===== src/rtl/decode_stage.sv =====
// Registered RV32I decode stage: opcode decode, illegal flagging, load-use bubble and flush.
// Latency 1 cycle accept-to-out_valid; holds outputs while out_valid & !out_ready, stalls fetch on load-use.
module decode_stage #(
    parameter int XLEN           = 32,
    parameter int REG_ADDR_WIDTH = 5,
    parameter bit HAZARD_CHECK   = 1'b1
) (
    input  logic                      clk,
    input  logic                      rst,
    input  logic                      in_valid,
    output logic                      in_ready,
    input  logic [31:0]               instr,
    input  logic [XLEN-1:0]           pc,
    input  logic                      flush,
    input  logic                      out_ready,
    output logic                      out_valid,
    output logic [XLEN-1:0]           out_pc,
    output logic [REG_ADDR_WIDTH-1:0] out_rd,
    output logic [REG_ADDR_WIDTH-1:0] out_rs1,
    output logic [REG_ADDR_WIDTH-1:0] out_rs2,
    output logic [2:0]                out_funct3,
    output logic                      out_branch,
    output logic                      out_jump,
    output logic                      out_reg_write,
    output logic                      out_mem_read,
    output logic                      out_mem_to_reg,
    output logic                      out_mem_write,
    output logic                      out_alu_src,
    output logic                      out_is_imm,
    output logic                      out_illegal,
    output logic [1:0]                out_alu_op,
    output logic                      hazard_stall
);

    localparam logic [6:0] OP_R      = 7'b0110011;
    localparam logic [6:0] OP_IMM    = 7'b0010011;
    localparam logic [6:0] OP_LOAD   = 7'b0000011;
    localparam logic [6:0] OP_STORE  = 7'b0100011;
    localparam logic [6:0] OP_BRANCH = 7'b1100011;
    localparam logic [6:0] OP_JALR   = 7'b1100111;
    localparam logic [6:0] OP_JAL    = 7'b1101111;
    localparam logic [6:0] OP_LUI    = 7'b0110111;

    logic [REG_ADDR_WIDTH-1:0] dec_rd, dec_rs1, dec_rs2;
    logic dec_branch, dec_jump, dec_reg_write, dec_mem_read, dec_mem_to_reg;
    logic dec_mem_write, dec_alu_src, dec_is_imm, dec_illegal;
    logic [1:0] dec_alu_op;
    logic uses_rs1, uses_rs2;
    logic unused_funct7;

    assign dec_rd  = REG_ADDR_WIDTH'(instr[11:7]);
    assign dec_rs1 = REG_ADDR_WIDTH'(instr[19:15]);
    assign dec_rs2 = REG_ADDR_WIDTH'(instr[24:20]);
    assign unused_funct7 = ^instr[31:25];

    always_comb begin
        dec_branch     = 1'b0;
        dec_jump       = 1'b0;
        dec_reg_write  = 1'b0;
        dec_mem_read   = 1'b0;
        dec_mem_to_reg = 1'b0;
        dec_mem_write  = 1'b0;
        dec_alu_src    = 1'b0;
        dec_is_imm     = 1'b0;
        dec_illegal    = 1'b0;
        dec_alu_op     = 2'b00;
        uses_rs1       = 1'b0;
        uses_rs2       = 1'b0;
        case (instr[6:0])
            OP_R: begin
                dec_reg_write = 1'b1;
                dec_alu_op    = 2'b10;
                uses_rs1      = 1'b1;
                uses_rs2      = 1'b1;
            end
            OP_IMM: begin
                dec_reg_write = 1'b1;
                dec_alu_src   = 1'b1;
                dec_is_imm    = 1'b1;
                dec_alu_op    = 2'b10;
                uses_rs1      = 1'b1;
            end
            OP_LOAD: begin
                dec_reg_write  = 1'b1;
                dec_mem_read   = 1'b1;
                dec_mem_to_reg = 1'b1;
                dec_alu_src    = 1'b1;
                dec_is_imm     = 1'b1;
                uses_rs1       = 1'b1;
            end
            OP_STORE: begin
                dec_mem_write = 1'b1;
                dec_alu_src   = 1'b1;
                uses_rs1      = 1'b1;
                uses_rs2      = 1'b1;
            end
            OP_BRANCH: begin
                dec_branch = 1'b1;
                dec_alu_op = 2'b01;
                uses_rs1   = 1'b1;
                uses_rs2   = 1'b1;
            end
            OP_JALR: begin
                dec_branch    = 1'b1;
                dec_jump      = 1'b1;
                dec_reg_write = 1'b1;
                dec_alu_src   = 1'b1;
                dec_is_imm    = 1'b1;
                dec_alu_op    = 2'b11;
                uses_rs1      = 1'b1;
            end
            OP_JAL: begin
                dec_branch    = 1'b1;
                dec_jump      = 1'b1;
                dec_reg_write = 1'b1;
                dec_alu_op    = 2'b11;
            end
            OP_LUI: begin
                dec_reg_write = 1'b1;
                dec_alu_src   = 1'b1;
                dec_is_imm    = 1'b1;
            end
            default: dec_illegal = 1'b1;
        endcase
        // writes to x0 are architecturally discarded
        if (dec_rd == '0) dec_reg_write = 1'b0;
    end

    generate
        if (HAZARD_CHECK) begin : g_hazard
            assign hazard_stall = in_valid & out_valid & out_mem_read & (out_rd != '0) &
                                  ((uses_rs1 & (dec_rs1 == out_rd)) |
                                   (uses_rs2 & (dec_rs2 == out_rd)));
        end else begin : g_no_hazard
            assign hazard_stall = 1'b0;
        end
    endgenerate

    assign in_ready = (!out_valid | out_ready) & !hazard_stall & !flush;

    always_ff @(posedge clk or posedge rst) begin
        if (rst) begin
            out_valid      <= 1'b0;
            out_pc         <= '0;
            out_rd         <= '0;
            out_rs1        <= '0;
            out_rs2        <= '0;
            out_funct3     <= '0;
            out_branch     <= 1'b0;
            out_jump       <= 1'b0;
            out_reg_write  <= 1'b0;
            out_mem_read   <= 1'b0;
            out_mem_to_reg <= 1'b0;
            out_mem_write  <= 1'b0;
            out_alu_src    <= 1'b0;
            out_is_imm     <= 1'b0;
            out_illegal    <= 1'b0;
            out_alu_op     <= 2'b00;
        end else if (flush) begin
            out_valid <= 1'b0;
        end else if (in_valid && in_ready) begin
            out_valid      <= 1'b1;
            out_pc         <= pc;
            out_rd         <= dec_rd;
            out_rs1        <= dec_rs1;
            out_rs2        <= dec_rs2;
            out_funct3     <= instr[14:12];
            out_branch     <= dec_branch;
            out_jump       <= dec_jump;
            out_reg_write  <= dec_reg_write;
            out_mem_read   <= dec_mem_read;
            out_mem_to_reg <= dec_mem_to_reg;
            out_mem_write  <= dec_mem_write;
            out_alu_src    <= dec_alu_src;
            out_is_imm     <= dec_is_imm;
            out_illegal    <= dec_illegal;
            out_alu_op     <= dec_alu_op;
        end else if (out_ready) begin
            // covers both the load-use bubble and a plain drain
            out_valid <= 1'b0;
        end
    end

endmodule


===== config.mk =====
export PLATFORM = sky130hd
export DESIGN_NAME = decode_stage
export DESIGN_NICKNAME = d
export VERILOG_FILES = /design/src/rtl/decode_stage.sv
export SDC_FILE = /design/constraint.sdc
export NUM_CORES = 1
export LEC_CHECK = 0
export ABC_AREA = 1
export CAP_MARGIN = 10
export CORE_ASPECT_RATIO = 2
export CORE_MARGIN = 4
export CORE_UTILIZATION = 46
export CTS_BUF_LIST = sky130_fd_sc_hd__clkbuf_2
export DETAILED_ROUTE_END_ITERATION = 10
export PLACE_DENSITY = 0.95
export SKIP_LAST_GASP = 1
export SLEW_MARGIN = 20
export SYNTH_ARGS = -nofsm -noshare
export SYNTH_HDL_FRONTEND = slang
export SYNTH_SLANG_ARGS = --single-unit

===== constraint.sdc =====
create_clock -name clk -period 5.8 [get_ports clk]
set_clock_uncertainty 0.15 [all_clocks]
set_input_delay 1.74 -clock clk [delete_from_list [all_inputs] [get_ports clk]]
set_output_delay 1.74 -clock clk [all_outputs]
set_load 0.05 [all_outputs]

==> results.txt, run 1 <==
flow finished, numbers: Area after DPL=4228 sq um, sequential share of power=43.3%, Synth area leader=dfrtp_1, Peak VDD IR=0.0001648 V, combinational gates=255, Seq cells post-synth=61, EDFF count, synth=0, Synth Instances=363, Final Max Slew Viols=0, Comb pwr share=40.7%, Top-area cell share=52.36%, Combinational Area=1194 sq um, cts hold-fix bufs=0, DR top layer=met4, nonclk buf count=131, # diodes=1, Synth Area per Inst=8.031 sq um, clock buffer depth=2, count of tool warnings=33, vias per inst=5.224, sequential cell count=61, global-route wire length before repair=14.14 mm, die span in y=120.6 um, DRT iter0 DRCs=249, Net Sw Frac=41.24%, I/O pin total=133, Reg with most FFs=out_pc, Tap Cells=84, Critical Path End Type=primary output, Crit path max-delay family=simple AND/OR/NAND/NOR gates, Worst path depth=10, Biggest Area Class=flip-flops and latches, antenna violations before repair=1, top cells, area=dfrtp_1 (52%), nand2_1 (20%), nand4_1 (14%), Sink Count=61, Final clock-cell share=1.658%, grt ovf=0, relative slew slack=48.84%, status=finished, final reports clean, share of flip-flops with an asynchronous set or reset=100.0%, Place WS=0.5204 ns, crit path capture=in_ready, reported max-cap violation count=0, max reg flops=32, CTS Buf Count=9, CP required=3.91 ns, Unique masters post-synth=21, FILL cells=475, most instantiated logic cell after routing=nand2_1, Detail Placement HPWL=6.201 mm, warnings from Yosys=0, worst setup path startpoint=instr[2], total setup buffers inserted after CTS=0, CP Cell Sequence=clkdlybuf4s50_1 > nor3_4 > nand2_1 > nand3_1 > nand2_1 > nand2_1 > nand2_2 > nand2_1 > nor2_1 > buf_12, M1 WL=3.338 mm, switching pwr=492.0 uW, final wirelength=8.866 mm, drt pass-1 iters=4, post-CTS sizing=0, DR WL met3=528 um, vias in the first global route=2942, RR Endpoint=out_pc[22], cell area power density=277.3 nW/um^2, Max Freq=0.1887 GHz, # Cells Yosys=363, RSZ-0062 raised after global routing=no, WP data arrival=3.41 ns, die width=64.29 um, setup TNS=0 ns, WHS Endpoint=out_funct3[1], Seq/Total Area, Yosys=52.36%, buffer share of cell area=30.77%, CTS tree=done, M2 GR Usage=41.26%, most numerous logic cells after layout=nand2_1 (158), clkdlybuf4s50_1 (122), nand4_1 (63), dfrtp_1 (61), inv_1 (19), startpoint types=input pin, Finish-stage setup viols=0, root buf cell=clkbuf_2, drc violations=0, full die area=7752 sq um, Hold WS=0.3375 ns, Total Power=1.193 mW
## run 1: cells by family after synthesis
family,after synthesis,synth area share [%]
buffers and inverters,47,7.081
flip-flops,61,52.36
AND-OR/OR-AND,2,0.3430
AND/OR/NAND/NOR,249,39.01
XOR/XNOR,4,1.202
## run 1: power by group through the flow
| stage | combinational [mW] | clock [mW] | sequential, mW |
|---|---|---|---|
| final | 0.486 | 0.191 | 0.517 |
| after global routing | 0.509 | 0.220 | 0.525 |
| after CTS | 0.487 | 0.199 | 0.517 |
| after detailed placement | 0.486 | 0 | 0.525 |
| after global placement | 0.478 | 0 | 0.521 |
| after floorplan | 0.0975 | 0 | 0.719 |
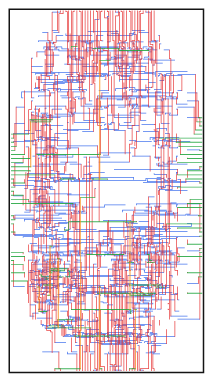
(run_1/wires.png)
Drawn at 3 px/um.
| colour | layer | wire length |
|---|---|---|
| orange | metal 4 | 235 um |
| green | metal 3 | 528 um |
| blue | metal 1 | 3340 um |
| red | metal 2 | 4760 um |
via count: 2967
gr usage total: 23.49%

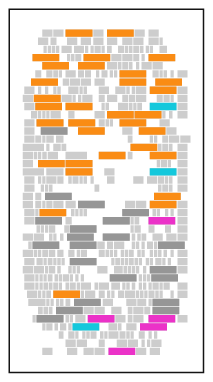
(run_1/flops_by_reg.png)
Drawn at 3 px/um.
| colour | name in the netlist | flops |
|---|---|---|
| magenta | out_rs2 | 5 |
| cyan | out_funct3 | 3 |
| orange | out_pc | 32 |
not coloured: 21
P_seq: 517 uW
Storage cell area: 1526 sq um
Seq area share: 35.49%
post-layout util: 70.45%

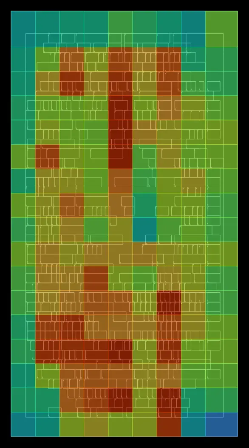
(run_1/congestion.png)
grt met3 use: 5.576%
met1 Use GR: 26.29%
GR peak layer: met2
wire length per cell: 15.61 um

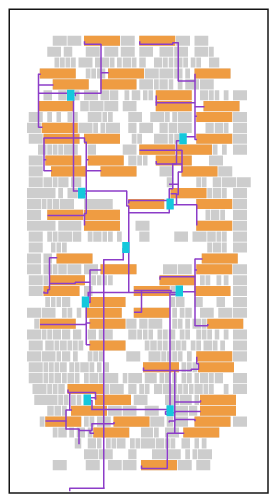
(run_1/clk_routes.png)
Drawn at 4 px/um.
[cyan] clock drivers | count: 9
[orange] flip-flops | count: 61
[purple] clock wires | length: 717 um
routed clock nets: 10
clock network fraction of design power: 16.0%
Late-Pin Clk Latency: 0.47 ns
clock-net power: 191 uW

==> run 1 -> run 2 <==
- CAP_MARGIN: 10 -> 5
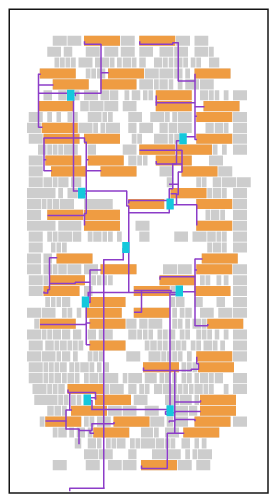
(run_2/clk_routes.png)
Drawn at 4 px/um.
[cyan] clock drivers | count: 9
[purple] clock wires | length: 717 um
[orange] flip-flops | count: 61
routed clock nets: 10

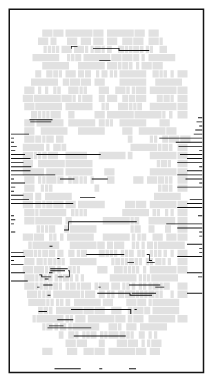
(run_2/layer_met3.png)
Drawn at 3 px/um.
wire length on this layer: 528 um
share of all routed wire: 6.0%
main direction: horizontal
longest straight run: 22.5 um
final wirelength: 8.866 mm

==> results.txt, run 2 <==
flow finished, numbers: XOR Share, Synth=1.202% (unchanged), Seq/Total Area, Yosys=52.36% (unchanged), I/O pin total=133 (unchanged), Late-Pin Clk Latency=0.47 ns (about the same), top cells, area=dfrtp_1 (52%), nand2_1 (20%), nand4_1 (14%) (unchanged), FILL cells=475 (unchanged), Synth Area per Inst=8.031 sq um (unchanged), clock buffer depth=2 (unchanged), EDFF count, synth=0 (unchanged), die width=64.29 um (unchanged), MUX area fraction=0% (unchanged), root buf cell=clkbuf_2 (unchanged), full die area=7752 sq um (unchanged), Seq area share=35.49% (unchanged), Peak VDD IR=0.0001648 V (unchanged), warnings from Yosys=0 (unchanged), Combinational Area=1194 sq um (unchanged), Total Power=1.193 mW (unchanged), combinational gates=255 (unchanged), post-CTS sizing=0 (unchanged), Max Freq=0.1887 GHz (unchanged), Detail Placement HPWL=6.201 mm (unchanged), Final clock-cell share=1.658% (unchanged), cell area power density=277.3 nW/um^2 (unchanged), Synth area leader=dfrtp_1 (unchanged), Area after DPL=4228 sq um (unchanged), most instantiated logic cell after routing=nand2_1 (unchanged), # Cells Yosys=363 (unchanged), drc violations=0 (unchanged), die span in y=120.6 um (unchanged), WHS Endpoint=out_funct3[1] (unchanged), Top-area cell share=52.36% (unchanged), total setup buffers inserted after CTS=0 (unchanged), Sink Count=61 (unchanged), aoi share=0.3433% (unchanged), vias per inst=5.224 (unchanged), FA/HA/MAJ Cells, Area Fraction=0% (unchanged), buffer share of cell area=30.77% (unchanged), DRT iter0 DRCs=249 (unchanged), status=finished, final reports clean (unchanged), Reg with most FFs=out_pc (unchanged), RR Endpoint=out_pc[22] (unchanged), Critical Path End Type=primary output (unchanged), grt ovf=0 (unchanged), max reg flops=32 (unchanged), Place WS=0.5204 ns (unchanged), relative slew slack=48.84% (unchanged), Hold WS=0.3375 ns (unchanged), CP required=3.91 ns (about the same), via count=2967 (unchanged), reported max-cap violation count=0 (unchanged), sequential cell count=61 (unchanged), antenna violations before repair=1 (unchanged), vias in the first global route=2942 (unchanged), wire length per cell=15.61 um (unchanged), # diodes=1 (unchanged)
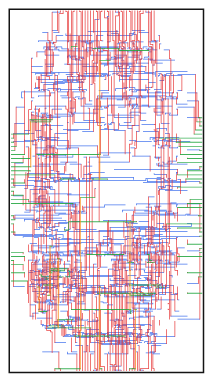
(run_2/wires.png)
Drawn at 3 px/um.
| colour | layer | wire length |
|---|---|---|
| green | metal 3 | 528 um |
| blue | metal 1 | 3340 um |
| red | metal 2 | 4760 um |
| orange | metal 4 | 235 um |

## run 2: cell counts after synthesis
Identical to the previous run, type by type.
## run 2: per-layer routing
layer	vias to the layer above	global-route usage [%]	part of all wire, %
li1	1434	-	-
met1	1375	26.29	38
met2	139	41.26	54
met3	19	5.576	6.0
met4	0	10.86	2.7
met5	-	0	0
## run 2: worst max path at each step
stage                     slack, ns  cells past startpoint  endpoint
after floorplan                0.68                     10  in_ready
after global placement         0.66                     11  in_ready
after detailed placement       0.52                     11  in_ready
after CTS                      0.51                     11  in_ready
after global routing           0.36                     10  in_ready
final                          0.50                     10  in_ready
## run 2: report_power, final
part | switching (mW) | leakage, nW | total, mW | internal (mW)
logic | 0.318 | 1.35 | 0.486 | 0.168
registers | 0.0365 | 0.769 | 0.517 | 0.480
clock network | 0.138 | 0.0543 | 0.191 | 0.0532
Power is estimated from default activity; no workload was simulated.
